## src/rtl/ret_pop_sequencer.sv

```systemverilog
// RET pop sequencer: reads a 16-bit return address from the stack (low byte first),
// then loads PC and SP. Optional conditional returns (11ccc000) enabled by `define CONDRET_EN.
module ret_pop_sequencer (
  input  logic        clock,
  input  logic        reset,
  input  logic        start,
  input  logic [7:0]  Source,
  input  logic        flag_true,
  input  logic [15:0] sp_in,
  input  logic [7:0]  mem_rdata,
  input  logic        mem_ready,
  output logic [15:0] mem_addr,
  output logic        mem_rd,
  output logic [15:0] pc_out,
  output logic        pc_load,
  output logic [15:0] sp_out,
  output logic        sp_write,
  output logic [4:0]  _decodedXPT,
  output logic        busy,
  output logic        done
);

  // State codes double as the externally visible step number.
  typedef enum logic [2:0] {
    IDLE    = 3'd0,
    RD_LOW  = 3'd4,
    RD_HIGH = 3'd5,
    LOAD    = 3'd6,
    SKIP    = 3'd7
  } state_t;

  state_t      state;
  logic [15:0] sp;
  logic [15:0] sp_inc;
  logic        is_ret;
  logic        go_pop;
  logic        go_skip;

  assign sp_inc = sp + 16'd1;
  assign is_ret = (Source == 8'hC9);

`ifdef CONDRET_EN
  logic is_cond;
  assign is_cond = (Source[7:6] == 2'b11) && (Source[2:0] == 3'b000);
  assign go_pop  = start && (is_ret || (is_cond && flag_true));
  assign go_skip = start && is_cond && !flag_true;
`else
  logic unused_flag;
  assign unused_flag = flag_true;
  assign go_pop  = start && is_ret;
  assign go_skip = 1'b0;
`endif

  assign _decodedXPT = {2'b00, state};

  always_ff @(posedge clock or posedge reset) begin
    if (reset) begin
      state    <= IDLE;
      sp       <= 16'h0000;
      mem_addr <= 16'h0000;
      mem_rd   <= 1'b0;
      pc_out   <= 16'h0000;
      pc_load  <= 1'b0;
      sp_out   <= 16'h0000;
      sp_write <= 1'b0;
      busy     <= 1'b0;
      done     <= 1'b0;
    end else begin
      pc_load  <= 1'b0;
      sp_write <= 1'b0;
      done     <= 1'b0;
      case (state)
        IDLE: begin
          if (go_pop) begin
            sp       <= sp_in;
            mem_addr <= sp_in;
            mem_rd   <= 1'b1;
            busy     <= 1'b1;
            state    <= RD_LOW;
          end else if (go_skip) begin
            done  <= 1'b1;
            busy  <= 1'b1;
            state <= SKIP;
          end
        end
        RD_LOW: begin
          if (mem_ready) begin
            pc_out[7:0] <= mem_rdata;
            sp          <= sp_inc;
            mem_addr    <= sp_inc;
            state       <= RD_HIGH;
          end
        end
        RD_HIGH: begin
          // mem_addr keeps the last read address once the reads are over.
          if (mem_ready) begin
            pc_out[15:8] <= mem_rdata;
            sp           <= sp_inc;
            sp_out       <= sp_inc;
            mem_rd       <= 1'b0;
            pc_load      <= 1'b1;
            sp_write     <= 1'b1;
            done         <= 1'b1;
            state        <= LOAD;
          end
        end
        LOAD, SKIP: begin
          busy  <= 1'b0;
          state <= IDLE;
        end
        default: begin
          mem_rd <= 1'b0;
          busy   <= 1'b0;
          state  <= IDLE;
        end
      endcase
    end
  end

endmodule

```

## config.mk

```make
export PLATFORM = sky130hd
export DESIGN_NAME = ret_pop_sequencer
export DESIGN_NICKNAME = d
export VERILOG_FILES = /design/src/rtl/ret_pop_sequencer.sv
export SDC_FILE = /design/constraint.sdc
export NUM_CORES = 1
export LEC_CHECK = 0
export ABC_AREA = 0
export CAP_MARGIN = 40
export CORE_MARGIN = 2
export CORE_UTILIZATION = 45
export CTS_CLUSTER_SIZE = 10
export DETAILED_ROUTE_END_ITERATION = 10
export GPL_TIMING_DRIVEN = 1
export HOLD_SLACK_MARGIN = 0.03
export PLACE_DENSITY = 0.76
export REMOVE_ABC_BUFFERS = 1
export SLEW_MARGIN = 20
export SYNTH_ARGS = -nofsm -noshare
export SYNTH_HDL_FRONTEND = slang
export SYNTH_SLANG_ARGS = --single-unit
export TNS_END_PERCENT = 1
```

## constraint.sdc

```tcl
create_clock -name clock -period 4.4 [get_ports clock]
set_input_delay 0.44 -clock clock [delete_from_list [all_inputs] [get_ports clock]]
set_output_delay 0.44 -clock clock [all_outputs]
set_load 0.005 [all_outputs]
```

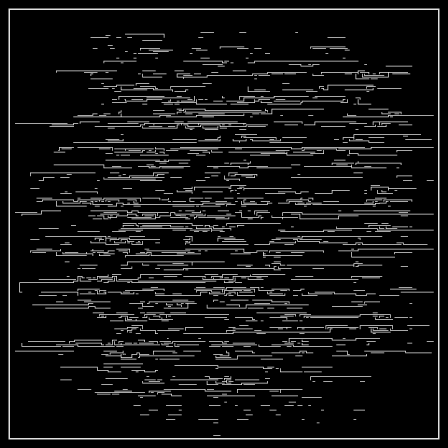
(run_1/m1.png)
The layer holds 46% of the routed length. The wires run mostly horizontal. 423 nets have wire on it. The longest straight run is 28.1 um.

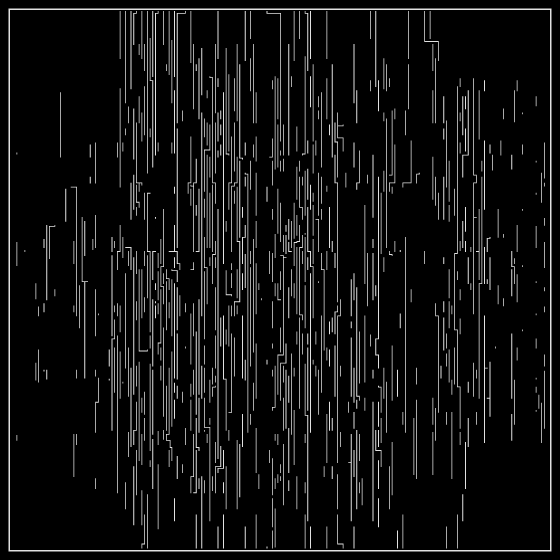
(run_1/m2.png)
The wires run mostly vertical. The longest straight run is 43.7 um. 403 nets have wire on it.

==> out/results.ini, run 1 <==
[run_status]
outcome=complete, no violations

[yosys]
ys_types=49
synth_warnings=0
ys_top_cells_by_count=77 x nand2_1, 70 x dfrtp_1, 23 x o21ai_0
postSynthAreaPerCell_um2=9.432
synth-seq-cells=70
postSynthCellCount=364
yosysCellCount=364
yosysTopAreaCell=dfrtp_1
area_leaders=dfrtp_1 51%, nand2_1 8.4%, o211ai_1 3.9%, o21ai_0 3.4%, nand3_1 3.1%
synth-edff-count=0
synth_top_area_share_pct=51.02
synthFlopType=dfrtp_1
postSynthSeqShare_pct=51.02
netlist_area_mm2=0.003433
async_flop_share_pct=100.0
ys_area_mm2=0.003433

[job]
maxCapViolCount=0
warnings=26

[final_layout]
drive_above_1_share_pct=9.534
n_antenna_cell=0
seq_area_mm2=0.001752
dominant-cell-class=sequential cells
clkCellAreaFrac_pct=4.302
nClkBuffers=9
nNetsFinal=484
nFillCells=608
comb.multi_input.count=258
comb_area_mm2=0.001500
comb_share_pct=32.64
fin_cells=550
ff_count=70
layout.nonclk_buf_share_pct=21.67
seq_share_pct=38.12
area_growth_pct=33.86
fin_util_pct=62.69
n_all_inverters=7

[power]
totalPowerFinal_mw=2.867
vdd_drop_max_uv=302.0
p_leak_nw=1.984
power_density_mw_per_mm2=623.9

[critical_path]
crit_path_end_kind=flop
critical_path.top_delay_family=simple AND/OR/NAND/NOR gates
required_ps=4640
path_buffers=1
slowest_delay_ps=890
worstSetupPathType=in -> reg
path_cells=clkdlybuf4s50_1 -> or4bb_1 -> or4b_1 -> nand2_1 -> mux2_2
reg2reg_from=state[2]
rr_endpoint=sp[6]
worstSetupStartpointType=input port
critPathMaxFanout=19
reg2reg_depth=4
reg2reg_slack_ps=1560
critPathSlowestCell=or4b_1
cp.arrival_ps=3100

[timing]
setup_violations=0
fin_crit_ps=2863
worst_pin_slew_ps=706.2
fin_crit_sh_pct=65.08
max_slew_margin_pct=52.92
grt_setup_unrepaired=false
final_hold_viol_count=0
fin_tns_setup_ps=0
timing.fmax_mhz=349.2
setup_ws_ps=1537
worst_hold_slack_ps=373.3
drv_slew=0
skew_ps=6.561

[global_routing]
grt-ovfl-total=0
antenna_found_initial=0
grt_max_degree=40
grt_pass1_vias=2848
use_met1_pct=29.41
grt_use_met2_pct=34.38

[clocking]
root_buffer=clkbuf_8
ctsLongestPathBuffers=2
postCtsSetupBuffers=0
cts_hold_buf=0
ctsResizeCount=0
htree_levels=3
cts_sinks=70
clk_pin_slew_ps=80
clk_latency_ps=350
cts_tree=done
cts_buffers=9

[detailed_routing]
wl_met3_um=421
wl_met1_um=3918
via_count=2975
dr.first_iter.drc_count=182
postRouteAntennaNets=0
top_layer_used=met4
wl_met2_um=4123
dr.pass1.iters=4
drt_wl_total_um=8562
drcViolationCount=0

[placed_design]
dp_hpwl_um=5989
dp_cells=534
dp_slack_ps=1167
dpl_cell_area_mm2=0.004398
io_buffer_count=91
routabilityCongestion=0.8536

[floorplanning]
fp-row-count=31
die_area_mm2=0.008344
ios=95
nWellTaps=99
die_w_um=91.35
fp_util_pct=46.83
die_y_um=91.35
coreArea_mm2=0.007331

[worst_hold_path]
hold_path.class=in -> async

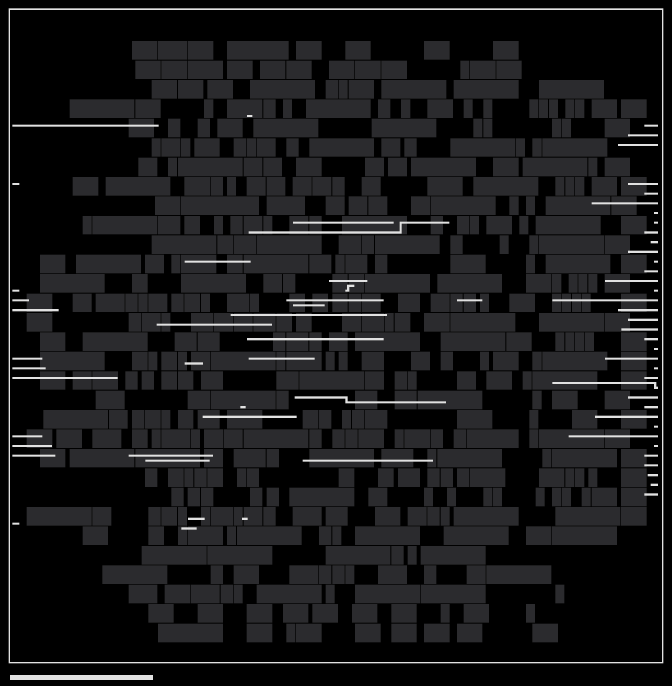
(run_1/m3.png)
Scale bar: 20 um.
The layer holds 4.9% of the routed length. The wires run mostly horizontal. The longest straight run is 21.6 um. The layer carries 422 um of wire.

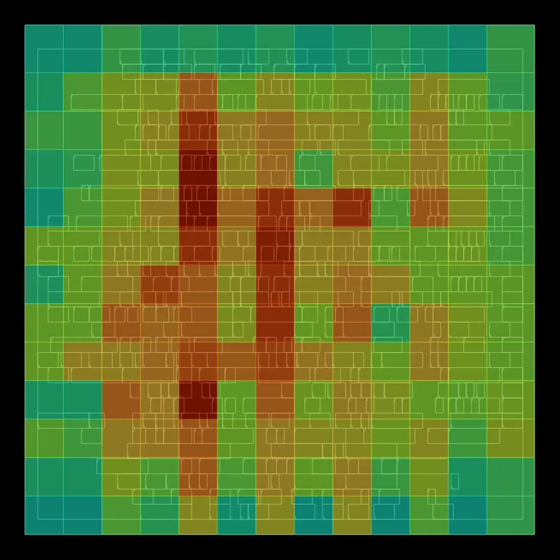
(run_1/congestion_map.png)
met3 Use GR: 4.647%
WL per Instance: 15.57 um
total track usage: 21.45%
Most Crowded Layer GR: met2

run 1: worst max path at each step:
stage | from | to | slack, ps | cells after the start
2_1_floorplan | Source[5] | sp[3] | 1820 | 4
3_3_place_gp | Source[7] | sp[6] | 1200 | 5
3_5_place_dp | Source[7] | sp[6] | 1170 | 5
4_1_cts | Source[7] | sp[6] | 1540 | 5
5_1_grt | Source[7] | sp[6] | 1430 | 5
6_report | Source[7] | sp[6] | 1540 | 5
run 1: power breakdown:
group	leakage (nW)	switching, mW	internal, mW
registers	0.881	0.215	0.911
clock network	0.0879	0.264	0.262
logic	1.01	0.532	0.683
run 1: cell usage in the layout, fill, tap and decap left out, types with 6 or more instances in the layout:
| master | count |
|---|---|
| nor2_1 | 18 |
| a21oi_1 | 7 |
| inv_1 | 6 |
| clkdlybuf4s50_1 | 91 |
| buf_4 | 6 |
| a31oi_1 | 7 |
| o21ai_0 | 23 |
| xnor2_1 | 8 |
| nand2_1 | 77 |
| a2bb2oi_1 | 6 |
| nor3_1 | 8 |
| mux2_2 | 9 |
| clkbuf_8 | 9 |
| nand3_1 | 21 |
| o211ai_1 | 18 |
| dfrtp_1 | 70 |
run 1: sequential cells by signal, indices dropped and copies added (netlist names):
signal	cells
mem_addr	16
pc_out	16
sp	16
sp_out	16
state	3
busy	1
done	1
mem_rd	1
run 1: logic make-up (layout without fill, tap and decap cells):
group / count (synthesis) / count (layout) / share of synthesized area [%]
and+or+nand+nor: 150 / 150 / 20.66
AOI/OAI and AO/OA: 84 / 84 / 16.36
DFF: 70 / 70 / 51.02
buffers and inverters: 37 / 123 / 5.393
muxes: 11 / 11 / 3.535
xor gates and xnor gates: 10 / 10 / 2.551
adders and majority gates: 1 / 1 / 0.3644
other: 1 / 2 / 0.1092
--- run 2 (diff from run 1) ---
- clock period: 4.4 -> 2.68 ns (I/O delays scaled with it)
==> run 2 against run 1 <==
Critical endpoint is now sp[7]. Clock skew rose by 4.7 ps. Register-to-register slack got worse by 1200 ps. Sequential share of layout area down 0.46 points.
==> out/results.ini, run 2 <==
[run_status]
outcome=complete, no violations

[clocking]
cts_hold_buf=0  ; unchanged
ctsLongestPathBuffers=2  ; unchanged
root_buffer=clkbuf_8
cts_tree=done
cts_sinks=70  ; unchanged
ctsResizeCount=0  ; unchanged
cts_buffers=9  ; unchanged
clk_latency_ps=340  ; about the same
postCtsSetupBuffers=0  ; unchanged
clk_pin_slew_ps=80  ; about the same
htree_levels=3  ; unchanged

[power]
p_int_mw=3.161  ; +70%
clkPwrFrac_pct=19.6  ; +1.3 points
swShare_pct=34.40  ; -0.85 points
totalPowerFinal_mw=4.819  ; +68%
p_leak_nw=2.024  ; +2.0%
pwr-share-seq_pct=37.8  ; -1.5 points
combPwrFrac_pct=42.6  ; +0.2 points
switchingPower_mw=1.658  ; +64%
vdd_drop_max_uv=558.4  ; +85%
power_density_mw_per_mm2=1036  ; +66%

[placed_design]
dpl_cell_area_mm2=0.004431  ; +0.74%
dp_hpwl_um=6106  ; +1.9%
io_buffer_count=91  ; unchanged
dp_slack_ps=22.17  ; -1144 ps
routabilityCongestion=0.8211  ; -3.8%
dp_cells=539  ; +0.94%

[detailed_routing]
top_layer_used=met4
drt_wl_total_um=8665  ; +1.2%
dr.pass1.iters=4  ; unchanged
via_count=3008  ; +1.1%
wl_met2_um=4329  ; +5.0%
drcViolationCount=0  ; unchanged
wl_per_cell_um=15.61  ; +0.29%
postRouteAntennaNets=0  ; unchanged
wl_met3_um=413  ; -1.9%
dr.first_iter.drc_count=219  ; +20%
wl_met1_um=3858  ; -1.5%
vias_per_cell=5.420

[final_layout]
layout_top_cell=clkdlybuf4s50_1
lay_top_cells=91 x clkdlybuf4s50_1, 77 x nand2_1, 70 x dfrtp_1
nNetsFinal=489  ; +1.0%
fin_util_pct=63.46  ; +0.77 points
final_cell_area_mm2=0.004652
n_antenna_cell=0  ; unchanged
drive_above_1_share_pct=10.53  ; +0.99 points
area_growth_pct=35.50
fin_cells=555  ; +0.91%

[critical_path]
reg2reg_from=state[2]
required_ps=2940  ; -1700 ps
cp.arrival_ps=2620  ; -480 ps
crit_start=state[2]
reg2reg_depth=5  ; +1
critPathMaxFanout=21  ; +2
worstSetupPathType=reg -> reg
worstSetupStartpointType=flop
crit_path_end_kind=flop

[global_routing]
grt.total_usage_pct=21.79  ; +0.33 points
antenna_found_initial=0  ; unchanged
grt_max_degree=44  ; +10%
grt_pass1_wl_um=14630
grt_pass1_vias=3110  ; +9.2%
grt-ovfl-total=0  ; unchanged

[job]
maxCapViolCount=0  ; unchanged
warnings=26  ; unchanged

[timing]
fin_crit_sh_pct=87.95
final_hold_viol_count=0  ; unchanged
timing.fmax_mhz=424.3
setup_violations=0  ; unchanged
fin_tns_setup_ps=0  ; unchanged
setup_ws_ps=323.0  ; -1214 ps
grt_setup_unrepaired=false
max_slew_margin_pct=57.30  ; +4.4 points
worst_hold_slack_ps=326.3  ; -46.91 ps
worst_pin_slew_ps=640.5  ; -65.68 ps
skew_ps=11.26  ; +4.703 ps
fin_crit_ps=2357
drv_slew=0  ; unchanged

[floorplanning]
fp_util_pct=46.83  ; unchanged
ios=95  ; unchanged
fp-row-count=31  ; unchanged
coreArea_mm2=0.007331  ; unchanged
die_area_mm2=0.008344  ; unchanged
die_w_um=91.35  ; unchanged
die_y_um=91.35  ; unchanged

[yosys]
ys_top_cells_by_count=77 x nand2_1, 70 x dfrtp_1, 23 x o21ai_0
netlist_area_mm2=0.003433  ; unchanged
ys_types=49  ; unchanged
synth_warnings=0  ; unchanged
yosysTopAreaCell=dfrtp_1
ys_area_mm2=0.003433  ; unchanged
synth-edff-count=0  ; unchanged
area_leaders=dfrtp_1 51%, nand2_1 8.4%, o211ai_1 3.9%, o21ai_0 3.4%, nand3_1 3.1%
postSynthSeqShare_pct=51.02  ; unchanged
yosysCellCount=364  ; unchanged
async_flop_share_pct=100.0  ; unchanged
yosysMostFrequentCell=nand2_1
postSynthAreaPerCell_um2=9.432  ; unchanged
synth_top_area_share_pct=51.02  ; unchanged
synthFlopType=dfrtp_1
synth-seq-cells=70  ; unchanged
postSynthCellCount=364  ; unchanged

[worst_hold_path]
hold_path.class=in -> async

-- run 2: cell counts after synthesis --
Identical to the previous run, type by type.
-- run 2: cells by family after synthesis --
family                   share of synthesized area [%]
other                                           0.1092
AND/OR/NAND/NOR                                  20.66
XOR/XNOR                                         2.551
AND-OR/OR-AND                                    16.36
buffers and inverters                            5.393
flip-flops                                       51.02
multiplexers                                     3.535
adder cells (fa/ha/maj)                         0.3644
-- run 2: final timing paths --
| kind | endpoint | slack (ps) |
|---|---|---|
| min in group clock | pc_out[1] | 480 |
| worst max register to register | sp[7] | 320 |
| worst min-delay path | sp_out[2] | 330 |
| max in group asynchronous | pc_out[10] | 1710 |
| worst min register to register | pc_out[1] | 480 |
| worst max-delay path | sp[7] | 320 |
-- run 2: routing by layer --
metal | vias to the layer above | track usage [%]
met5 | - | 0
met3 | 8 | 3.568
li1 | 1460 | -
met4 | 0 | 7.702
met2 | 96 | 36.30
met1 | 1444 | 28.83
-- run 2: final cells by class --
cell class                 count  area (um2)
inverter                       7       26.28
tap                           99       123.9
clock buffer                   9       123.9
fill                         620        2679
timing repair buffer         105        1028
sequential                    70        1752
multi-input combinational    258        1500
clock inverter                 7       97.59
-- run 2: power by group through the flow --
stage | clock network [mW] | registers, mW | logic (mW)
3_3_place_gp | 0 | 1.82 | 1.99
2_1_floorplan | 0 | 1.84 | 0.954
4_1_cts | 0.961 | 1.82 | 2.07
3_5_place_dp | 0 | 1.84 | 2.05
5_1_grt | 1.02 | 1.90 | 2.25
6_report | 0.946 | 1.82 | 2.05
-- run 2: worst max-delay path: stages, from the launching register on --
cell       delay, ps
dfrtp_1          400
or4b_4           570
or4b_1           650
buf_4            290
a22oi_1          200
a2bb2oi_1        160
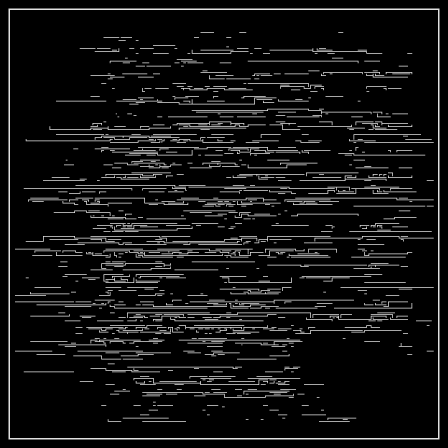
(run_2/m1.png)
The longest straight run is 25.8 um. The wires run mostly horizontal.

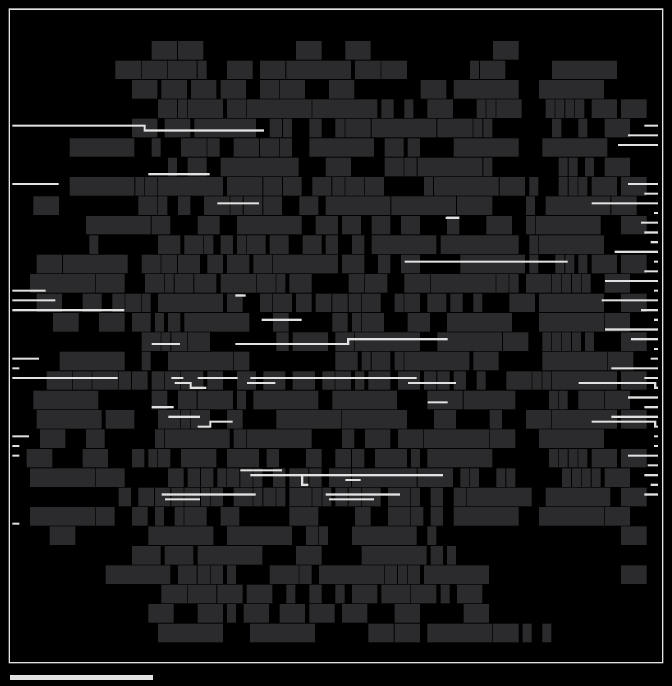
(run_2/m3.png)
Scale bar: 20 um.
The wires run mostly horizontal. The longest straight run is 26.7 um.

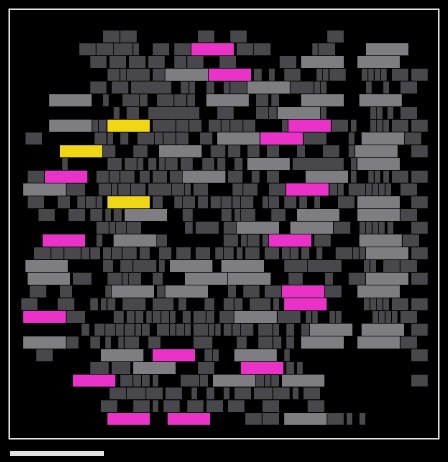
(run_2/ff_map.png)
Scale bar: 20 um.
Key: mem_addr = magenta [flops 16]; state = yellow [flops 3]
Another 51 sequential cells are not coloured.

--- run 3 (diff from run 2) ---
- REMOVE_ABC_BUFFERS: 1 -> unset
==> run 3 against run 2 <==
Worst setup slack improved by 36 ps. Final cell count rose by 0.18%. Die area unchanged. Worst hold slack got worse by 6.3 ps. Global-route usage fell by 0.25 points.
==> out/results.ini, run 3 <==
[final_layout]
seq_area_mm2=0.001752  ; unchanged
comb_area_mm2=0.001500  ; unchanged
layout_top_cell=clkdlybuf4s50_1
drive_above_1_share_pct=10.50  ; -0.023 points
nFillCells=601  ; -3.1%
area_growth_pct=35.39  ; about the same
n_antenna_cell=0  ; unchanged
nNetsFinal=491  ; +0.41%

[timing]
grt_setup_unrepaired=false
max_slew_margin_pct=57.65  ; +0.35 points
fin_crit_sh_pct=86.59  ; -1.4 points
final_hold_viol_count=0  ; unchanged
skew_ps=6.643  ; -4.621 ps
drv_slew=0  ; unchanged
fin_tns_setup_ps=0  ; unchanged
worst_pin_slew_ps=635.3  ; -5.244 ps
timing.fmax_mhz=430.9  ; +1.6%
fin_crit_ps=2321  ; -36.34 ps

[job]
maxCapViolCount=0  ; unchanged
warnings=27  ; +3.8%

[run_status]
outcome=complete, no violations

[yosys]
postSynthSeqShare_pct=51.02  ; unchanged
yosysTopAreaCell=dfrtp_1
yosysMostFrequentCell=nand2_1
aoi_share_pct=16.36  ; unchanged
yosysCellCount=364  ; unchanged
postSynthAreaPerCell_um2=9.432  ; unchanged
async_flop_share_pct=100.0  ; unchanged
ys_types=49  ; unchanged
synth-seq-cells=70  ; unchanged
ys_top_cells_by_count=77 x nand2_1, 70 x dfrtp_1, 23 x o21ai_0
synth_top_area_share_pct=51.02  ; unchanged
postSynthCellCount=364  ; unchanged
synthFlopType=dfrtp_1
synth-adder-area-share_pct=0.3644  ; unchanged
synth-simple-area-share_pct=20.66  ; unchanged
mux_area_share_pct=3.535  ; unchanged
netlist_area_mm2=0.003433  ; unchanged
area_leaders=dfrtp_1 51%, nand2_1 8.4%, o211ai_1 3.9%, o21ai_0 3.4%, nand3_1 3.1%
yosys.area_share.xor_xnor_pct=2.551  ; unchanged
topCombFamilyByArea=simple AND/OR/NAND/NOR gates

[worst_hold_path]
hold_path.class=in -> async

[critical_path]
required_ps=2950  ; about the same
reg2reg_slack_ps=360  ; +40 ps
path_buffers=1  ; unchanged
crit_path_end_kind=flop
critical_path.top_delay_family=simple AND/OR/NAND/NOR gates
slowest_delay_ps=660  ; about the same
reg2reg_depth=5  ; unchanged
path_cells=or4b_4 -> or4b_1 -> buf_4 -> a22oi_1 -> a2bb2oi_1
worstSetupStartpointType=flop
worstSetupPathType=reg -> reg
rr_endpoint=sp[11]
reg2reg_from=state[2]
critPathMaxFanout=16  ; -24%

[global_routing]
grt_pass1_wl_um=14350  ; -1.9%
grt-ovfl-total=0  ; unchanged
grt.total_usage_pct=21.54  ; -0.25 points
antenna_found_initial=0  ; unchanged
grt_pass1_vias=2980  ; -4.2%
grt_max_degree=71  ; +61%

[floorplanning]
fp-row-count=31  ; unchanged
coreArea_mm2=0.007331  ; unchanged
fp_util_pct=46.83  ; unchanged
die_area_mm2=0.008344  ; unchanged
ios=95  ; unchanged
die_w_um=91.35  ; unchanged

[power]
switchingPower_mw=1.643  ; -0.92%
p_leak_nw=2.032  ; +0.42%
pwr-share-seq_pct=38.4  ; +0.6 points
p_int_mw=3.154  ; -0.22%
clkPwrFrac_pct=18.7  ; -0.9 points
vdd_drop_max_uv=556.5  ; -0.34%
totalPowerFinal_mw=4.797  ; -0.46%
combPwrFrac_pct=42.9  ; +0.3 points
power_density_mw_per_mm2=1032  ; -0.38%
swShare_pct=34.25  ; -0.16 points

[detailed_routing]
dr.pass1.iters=5  ; +1
postRouteAntennaNets=0  ; unchanged
drcViolationCount=0  ; unchanged
vias_per_cell=5.448  ; +0.52%
wl_per_cell_um=15.41  ; -1.3%
via_count=3029  ; +0.70%
dr.first_iter.drc_count=199  ; -9.1%
drt_wl_total_um=8566  ; -1.1%

[clocking]
htree_levels=3  ; unchanged
cts_hold_buf=0  ; unchanged
ctsResizeCount=0  ; unchanged
cts_tree=done
cts_buffers=9  ; unchanged
postCtsSetupBuffers=0  ; unchanged
ctsLongestPathBuffers=2  ; unchanged
root_buffer=clkbuf_8
clk_pin_slew_ps=70  ; about the same
cts_sinks=70  ; unchanged
clk_latency_ps=340  ; about the same

[placed_design]
routabilityCongestion=0.8566  ; +4.3%
dp_hpwl_um=6039  ; -1.1%
io_buffer_count=91  ; unchanged

run 3: layout make-up:
cell class / count / share of cell area, %
Clock inverter: 5 / 1.615
Multi-Input combinational cell: 258 / 32.27
Tap cell: 99 / 2.665
Sequential cell: 70 / 37.69
Clock buffer: 10 / 2.746
Inverter: 7 / 0.5653
Timing Repair Buffer: 107 / 22.45
run 3: through the flow:
step,cell area (um2),setup slack (ps),instances,hold WS (ps)
2_1_floorplan,3437,373.6,365,373.4
3_3_place_gp,4438,92.13,540,457.4
3_5_place_dp,4446,48.14,541,463.6
4_1_cts,4648,360.5,556,327.8
5_1_grt,4648,291.4,556,353.6
6_report,4648,359.4,556,320.1
run 3: worst reg2reg max path: stages (launching register included):
cell	delay (ps)
dfrtp_1	390
or4b_4	570
or4b_1	660
buf_4	280
a22oi_1	180
a2bb2oi_1	160
run 3: power by group through the flow:
stage,Sequential [mW],Clock [mW],Combinational (mW)
after floorplan,1.81,0,1.06
after global placement,1.83,0,2.01
after detailed placement,1.85,0,2.06
after CTS,1.84,0.909,2.07
after global routing,1.90,0.964,2.27
final,1.84,0.897,2.06
run 3: worst max path at each step:
stage / from / end / slack [ps] / depth (start not counted)
finish: state[2] / sp[11] / 360 / 5
global route: state[2] / sp[11] / 290 / 5
CTS: state[2] / sp[11] / 360 / 5
detailed placement: Source[7] / sp[11] / 50 / 6
global placement: Source[7] / sp[11] / 90 / 6
floorplan: state[2] / sp[3] / 370 / 6
run 3: routing by layer:
layer | routed length, um | GRT usage, % | vias up
met5 | 0 | 0 | -
met4 | 127 | 8.207 | 0
met3 | 639 | 5.975 | 10
met2 | 4016 | 33.09 | 104
met1 | 3782 | 29.13 | 1465
li1 | - | - | 1450
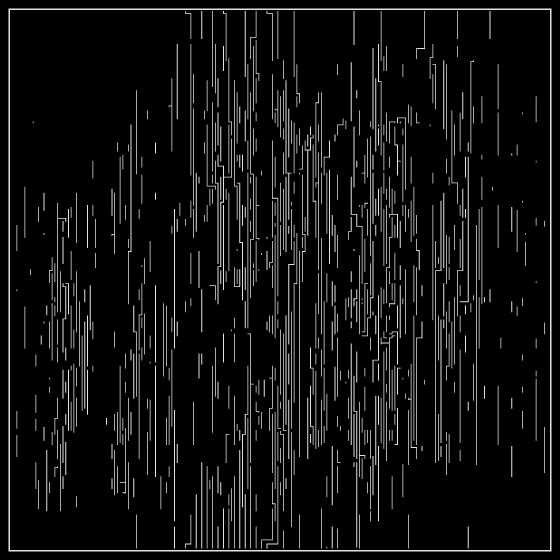
(run_3/m2.png)
The longest straight run is 40.5 um. The layer holds 47% of the routed length. The layer carries 4020 um of wire.

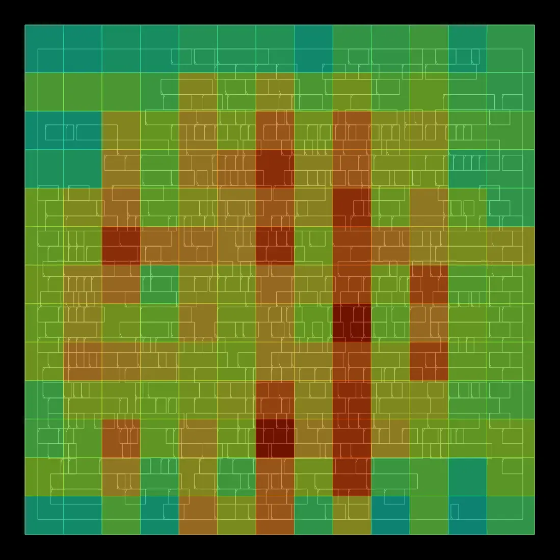
(run_3/congestion_map.png)
GRT met2 Usage: 33.09%
Final Util: 63.41%
met3 Use GR: 5.975%

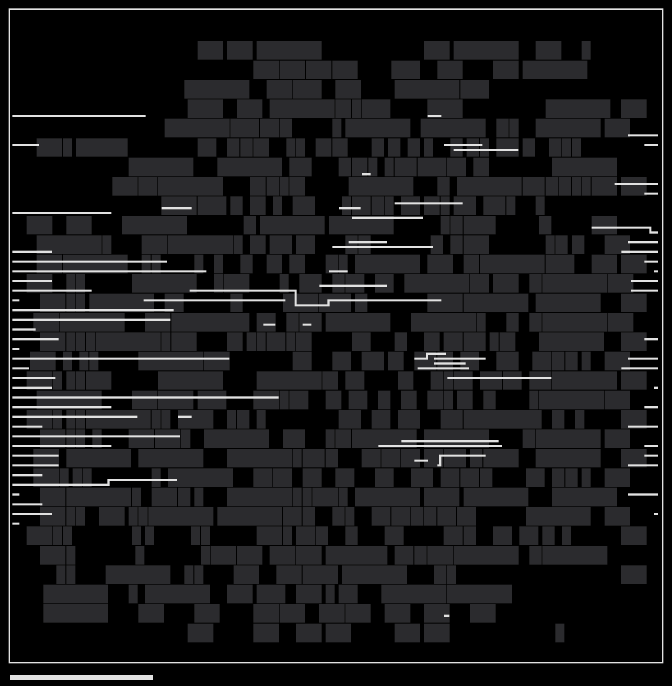
(run_3/m3.png)
Scale bar: 20 um.
The wires run mostly horizontal. The layer carries 640 um of wire. 70 nets have wire on it.

Power and IR drop assume default switching activity.
